===== src/rtl/arb_resp_return_router_pkg.sv =====
`default_nettype none
// ============================================================================
// Module      : arb_resp_return_router_pkg
// Description : Shared sizing helpers for the response return router.
// Revision    : 1.0 - initial release
// ============================================================================
package arb_resp_return_router_pkg;

    localparam int C_DFLT_REQUESTER_NUM   = 3;
    localparam int C_DFLT_NUM_GRANT_REQ_W = 4;
    localparam int C_DFLT_DATA_W          = 32;
    localparam int C_DFLT_FIFO_DEPTH      = 4;

    // Requester index width; a single requester still needs one bit of storage.
    function automatic int calc_req_num_w(input int req_num);
        return (req_num > 1) ? $clog2(req_num) : 1;
    endfunction

    function automatic int calc_ptr_w(input int depth);
        return $clog2(depth) + 1;
    endfunction

    function automatic int calc_entry_w(input int req_num, input int len_w);
        return calc_req_num_w(req_num) + len_w;
    endfunction

endpackage
`default_nettype wire


===== src/rtl/arb_order_fifo.sv =====
`default_nettype none
// ============================================================================
// Module      : arb_order_fifo
// Description : Synchronous first-word-fall-through FIFO holding grant order.
// Revision    : 1.0 - initial release
// ============================================================================
module arb_order_fifo
    import arb_resp_return_router_pkg::*;
#(
    parameter  int P_WIDTH = 6,
    parameter  int P_DEPTH = 4,
    localparam int PTR_W   = calc_ptr_w(P_DEPTH)
) (
    input  logic               clk,
    input  logic               rst,
    input  logic               i_push,
    input  logic               i_pop,
    input  logic [P_WIDTH-1:0] i_din,
    output logic [P_WIDTH-1:0] o_dout,
    output logic               o_full,
    output logic               o_empty,
    output logic [PTR_W-1:0]   o_count
);

    localparam int AW = PTR_W - 1;

    logic [P_WIDTH-1:0] r_mem [P_DEPTH];
    logic [PTR_W-1:0]   r_wr_ptr;
    logic [PTR_W-1:0]   r_rd_ptr;
    logic               w_push;
    logic               w_pop;

    assign w_push = i_push & ~o_full;
    assign w_pop  = i_pop  & ~o_empty;

    always_ff @(posedge clk) begin
        if (rst) begin
            r_wr_ptr <= '0;
            r_rd_ptr <= '0;
        end else begin
            if (w_push) r_wr_ptr <= r_wr_ptr + PTR_W'(1);
            if (w_pop)  r_rd_ptr <= r_rd_ptr + PTR_W'(1);
        end
    end

    always_ff @(posedge clk) begin
        if (w_push) r_mem[r_wr_ptr[AW-1:0]] <= i_din;
    end

    // Extra pointer MSB distinguishes full from empty when the indices match.
    assign o_dout  = r_mem[r_rd_ptr[AW-1:0]];
    assign o_empty = (r_wr_ptr == r_rd_ptr);
    assign o_full  = (r_wr_ptr[AW] != r_rd_ptr[AW]) &&
                     (r_wr_ptr[AW-1:0] == r_rd_ptr[AW-1:0]);
    assign o_count = r_wr_ptr - r_rd_ptr;

endmodule
`default_nettype wire


===== src/rtl/arb_resp_return_router.sv =====
`default_nettype none
// ============================================================================
// Module      : arb_resp_return_router
// Description : Routes returning response beats to requesters in grant order.
// Revision    : 1.0 - initial release
// ============================================================================
module arb_resp_return_router
    import arb_resp_return_router_pkg::*;
#(
    parameter int P_REQUESTER_NUM   = C_DFLT_REQUESTER_NUM,
    parameter int P_NUM_GRANT_REQ_W = C_DFLT_NUM_GRANT_REQ_W,
    parameter int P_DATA_W          = C_DFLT_DATA_W,
    parameter int P_FIFO_DEPTH      = C_DFLT_FIFO_DEPTH
) (
    input  logic                                clk,
    input  logic                                rst,
    input  logic [P_REQUESTER_NUM-1:0]          grant_valid_i,
    input  logic [P_NUM_GRANT_REQ_W-1:0]        num_grant_req_i,
    output logic                                grant_ready_o,
    input  logic                                resp_valid_i,
    input  logic [P_DATA_W-1:0]                 resp_data_i,
    output logic                                resp_ready_o,
    output logic [P_REQUESTER_NUM-1:0]          resp_valid_o,
    output logic [P_DATA_W-1:0]                 resp_data_o,
    output logic                                resp_last_o,
    input  logic [P_REQUESTER_NUM-1:0]          resp_ready_i,
    output logic [$clog2(P_FIFO_DEPTH):0]       outstanding_o
);

    localparam int REQ_NUM_W = calc_req_num_w(P_REQUESTER_NUM);
    localparam int ENTRY_W   = calc_entry_w(P_REQUESTER_NUM, P_NUM_GRANT_REQ_W);
    localparam int PTR_W     = calc_ptr_w(P_FIFO_DEPTH);

    logic [REQ_NUM_W-1:0]         w_grant_idx;
    logic                         w_push;
    logic                         w_pop;
    logic                         w_beat;
    logic                         w_full;
    logic                         w_empty;
    logic [ENTRY_W-1:0]           w_din;
    logic [ENTRY_W-1:0]           w_head;
    logic [REQ_NUM_W-1:0]         w_head_idx;
    logic [P_NUM_GRANT_REQ_W-1:0] w_head_len;
    logic [PTR_W-1:0]             w_count;
    logic                         w_sel_ready;
    logic [P_REQUESTER_NUM-1:0]   w_valid;
    logic [P_NUM_GRANT_REQ_W-1:0] r_beat_cnt;

    // Lowest set bit wins, so a multi-hot grant still yields a defined index.
    always_comb begin
        w_grant_idx = '0;
        for (int k = P_REQUESTER_NUM - 1; k >= 0; k--) begin
            if (grant_valid_i[k]) w_grant_idx = REQ_NUM_W'(k);
        end
    end

    assign grant_ready_o = ~w_full;
    assign w_push        = (|grant_valid_i) & ~w_full;
    assign w_din         = {w_grant_idx, num_grant_req_i};

    arb_order_fifo #(
        .P_WIDTH (ENTRY_W),
        .P_DEPTH (P_FIFO_DEPTH)
    ) u_order_fifo (
        .clk     (clk),
        .rst     (rst),
        .i_push  (w_push),
        .i_pop   (w_pop),
        .i_din   (w_din),
        .o_dout  (w_head),
        .o_full  (w_full),
        .o_empty (w_empty),
        .o_count (w_count)
    );

    assign w_head_idx = w_head[ENTRY_W-1:P_NUM_GRANT_REQ_W];
    assign w_head_len = w_head[P_NUM_GRANT_REQ_W-1:0];

    always_comb begin
        w_sel_ready = 1'b0;
        w_valid     = '0;
        for (int k = 0; k < P_REQUESTER_NUM; k++) begin
            if (w_head_idx == REQ_NUM_W'(k)) begin
                w_sel_ready = resp_ready_i[k];
                w_valid[k]  = resp_valid_i & ~w_empty;
            end
        end
    end

    assign resp_valid_o  = w_valid;
    assign resp_ready_o  = ~w_empty & w_sel_ready;
    assign resp_data_o   = resp_data_i;
    assign resp_last_o   = ~w_empty & (r_beat_cnt == w_head_len);
    assign outstanding_o = w_count;

    assign w_beat = resp_valid_i & resp_ready_o;
    assign w_pop  = w_beat & resp_last_o;

    always_ff @(posedge clk) begin
        if (rst) begin
            r_beat_cnt <= '0;
        end else if (w_beat) begin
            r_beat_cnt <= resp_last_o ? '0 : r_beat_cnt + P_NUM_GRANT_REQ_W'(1);
        end
    end

endmodule
`default_nettype wire


===== config.mk =====
export PLATFORM = sky130hd
export DESIGN_NAME = arb_resp_return_router
export DESIGN_NICKNAME = d
export VERILOG_FILES = /design/src/rtl/arb_resp_return_router_pkg.sv /design/src/rtl/arb_order_fifo.sv /design/src/rtl/arb_resp_return_router.sv
export SDC_FILE = /design/constraint.sdc
export NUM_CORES = 1
export LEC_CHECK = 0
export ABC_AREA = 1
export CAP_MARGIN = 30
export CORE_AREA = 2 2 70 72
export DETAILED_ROUTE_END_ITERATION = 8
export DIE_AREA = 0 0 72 74
export PLACE_DENSITY_LB_ADDON = 0.15
export SLEW_MARGIN = 20
export SYNTH_ARGS = -nofsm -noshare
export SYNTH_HDL_FRONTEND = slang
export SYNTH_SLANG_ARGS = --single-unit

===== constraint.sdc =====
create_clock -name clk -period 3.7 [get_ports clk]
set_input_delay 0.555 -clock clk [delete_from_list [all_inputs] [get_ports clk]]
set_output_delay 0.555 -clock clk [all_outputs]
set_load 0.01 [all_outputs]

==> impl_metrics.yaml, run 1 <==
# implementation run metrics
setup_path:
  crit_end: "resp_last_o"
  cp.depth: 9
  crit_type: "reg2out"
  timing.rr.start: "u_order_fifo.r_wr_ptr[0]"
  path_cells: "inv_2, nand2_1, nand3_1, nand3_1, nand2_1, nor2_2, inv_1, nor2_2, clkdlybuf4s50_1"
  worstPathRequired_ns: 3.14
  worstRegToRegCells: 5
final_timing:
  report.final.slew_viol_count: 0
  period_minus_slack_ns: 2.87
  rsz0062_at_grt: "false"
  hold_viol: 0
synthesis:
  simple_gate_share: 0.239
  avgSynthCellArea_um2: 8.75
  ys_seq_elements: 36
  area_leaders: "edfxtp_1 35%, buf_4 12%, dfxtp_1 12%"
  ys_cells: 234
  yosysMostFrequentCell: "nand2_1"
  synth_area_mm2: 0.00205
  ys.warnings.count: 0
clocking:
  cts_root_buf: "clkbuf_8"
  cts_resized: 0
  holdBufCountCts: 0
  cts.clk_slew.worst_paths_ns: 0.07
power_and_ir_drop:
  powerDensity_mw_per_mm2: 429
  p_total_uw: 919
  p_seq_frac: 0.525
  p_sw_frac: 0.271
  pg_seq_uw: 482
  powerComb_uw: 181
  intPower_uw: 670
place:
  dp.cells: 274
hold_path:
  hold_end: "u_order_fifo.r_wr_ptr[2]"
grt:
  met2_usage: 0.253
  grt_pass1_vias: 1254
  grt_most_used_layer: "met2"
run_status:
  status: "completed"
cells_and_area:
  finish.utilization: 0.466
  comb_area_um2: 729
  seqAreaFraction: 0.449
  diodes: 0
  layout_top_cell: "nand2_1"
  largest_reg_flops: 24
drt:
  drt-pass1-iter-count: 4
floorplan:
  std_cell_rows: 25
  num_io_pins: 86
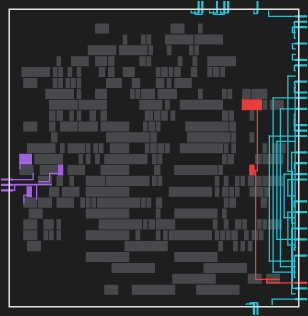
(run_1/port_trees.png)
Drawn at 4 px/µm.
legend:
  red:
    port: `resp_valid_i`
    bits: 1
    direction: input
    end_cells: 3
    buffers: 1
    wire: 61.0 µm
  cyan:
    port: `resp_data_o`
    bits: 32
    direction: output
    end_cells: 0
    buffers: 0
    wire: 424 µm
  purple:
    port: `outstanding_o`
    bits: 3
    direction: output
    end_cells: 3
    buffers: 3
    wire: 43.9 µm

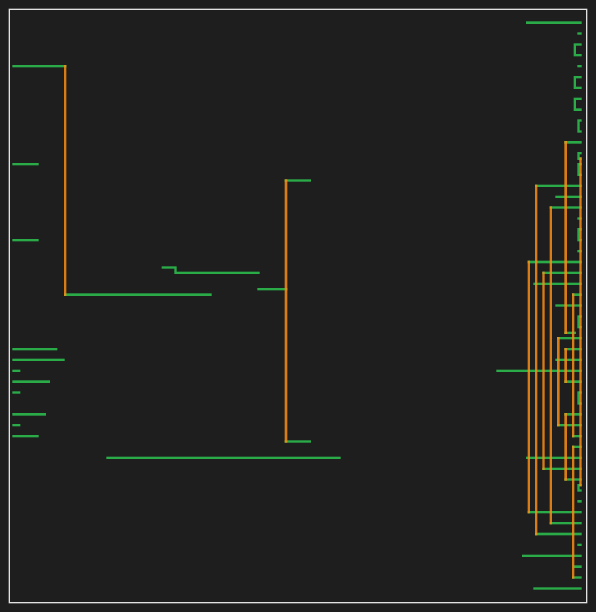
(run_1/layers.png)
Drawn at 8 px/µm. Only two layers are drawn.
legend:
  orange:
    layer: M4
    wire_length: 322 µm
  green:
    layer: M3
    wire_length: 240 µm

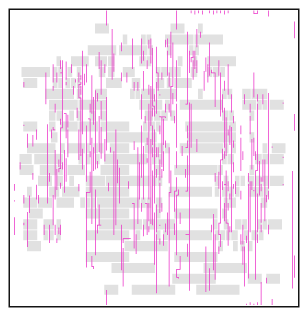
(run_1/m2.png)
Drawn at 4 px/µm. Cells faint in the background.
wire length on this layer: 1780 µm
main direction: vertical

==> inputs of run 2 (changes only) <==
CORE_AREA = 2 2 73 75   (was 2 2 70 72)
DIE_AREA = 0 0 75 77   (was 0 0 72 74)
clock period = 3 ns   (was 3.7 ns; I/O delays follow)
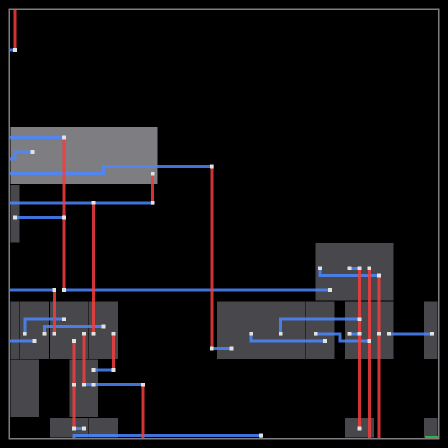
(run_2/closeup.png)
Region (46, 48) to (66, 68) µm. Cells in gray, sequential cells in the stronger gray; small squares are vias.
legend:
  red:
    layer: M2
  blue:
    layer: M1
  green:
    layer: M3
cells with their middle in the window: 9
most frequent: nand2_1 (3)
netlist names of flops here include: `r_beat_cnt` (1)
sequential cells in the window: 1

==> run 2 against run 1 <==
Compared with the run above: register-to-register slack worse by 0.58 ns; core utilization down 2.4 points; wire length down 4.4%; die size up 8.4%; critical path depth down 1; clock power up 63%; final cell count up 6.0%; via count down 6.2%; sequential share of layout area down 1.1 points; first-iteration DRC count down 8.8%; non-clock buffer count up 1; combinational power up 23%.
==> impl_metrics.yaml, run 2 <==
# implementation run metrics
clocking:
  ctsLongestPathBuffers: 2
  cts_sinks: 36
  cts_resized: 0
  cts.clk_slew.worst_paths_ns: 0.07
  cts_root_buf: "clkbuf_8"
  holdBufCountCts: 0
final_timing:
  rsz0062_at_grt: "false"
  period_minus_slack_ns: 2.70
  hold_viol: 0
  relSlewSlack: 0.565
run:
  openroad.warnings: 30
setup_path:
  timing.rr.start: "u_order_fifo.r_rd_ptr[1]"
  cp_data_arrival_time_ns: 2.25
  worstRegToRegCells: 6
  crit_type: "reg2out"
  path_cells: "inv_1, ha_1, nand3_1, nand2_1, nor2_2, nand2_1, nor2_2, clkdlybuf4s50_1"
  cp.depth: 8
  crit_end: "resp_last_o"
  worstPathRequired_ns: 2.55
floorplan:
  tap_cells: 70
  num_io_pins: 86
  die_area_mm2: 0.00578
  std_cell_rows: 26
cells_and_area:
  area_delta_synth_final_pct: 7.33
  seqAreaFraction: 0.438
  layout_top_cell: "nand2_1"
  finish.utilization: 0.442
synthesis:
  synth_area_mm2: 0.00205
  yosysMostFrequentCell: "nand2_1"
  ys_sh_aoi: 0.0373
  ys_cells: 234
  area_leaders: "edfxtp_1 35%, buf_4 12%, dfxtp_1 12%"
  ys_seq_elements: 36
  simple_gate_share: 0.239
power_and_ir_drop:
  p_seq_frac: 0.482
  pg_seq_uw: 596
  intPower_uw: 912
  powerComb_uw: 223
  powerDensity_mw_per_mm2: 563
  p_total_mw: 1.24
  p_sw_frac: 0.262
drt:
  drc: 0
  drt-pass1-iter-count: 4
grt:
  grt_most_used_layer: "met2"
  grt_pass1_vias: 1312
hold_path:
  hold_end: "u_order_fifo.r_wr_ptr[2]"
run_status:
  status: "completed"
place:
  dp.cells: 291
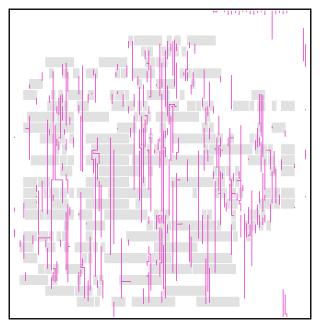
(run_2/m2.png)
Drawn at 4 px/µm. Cells faint in the background.
main direction: vertical
wire length on this layer: 1600 µm
longest straight run: 29.6 µm
nets with wire on the layer: 185
share of all routed wire: 42%

No activity file was given, so power comes from the tool's default toggle rates.
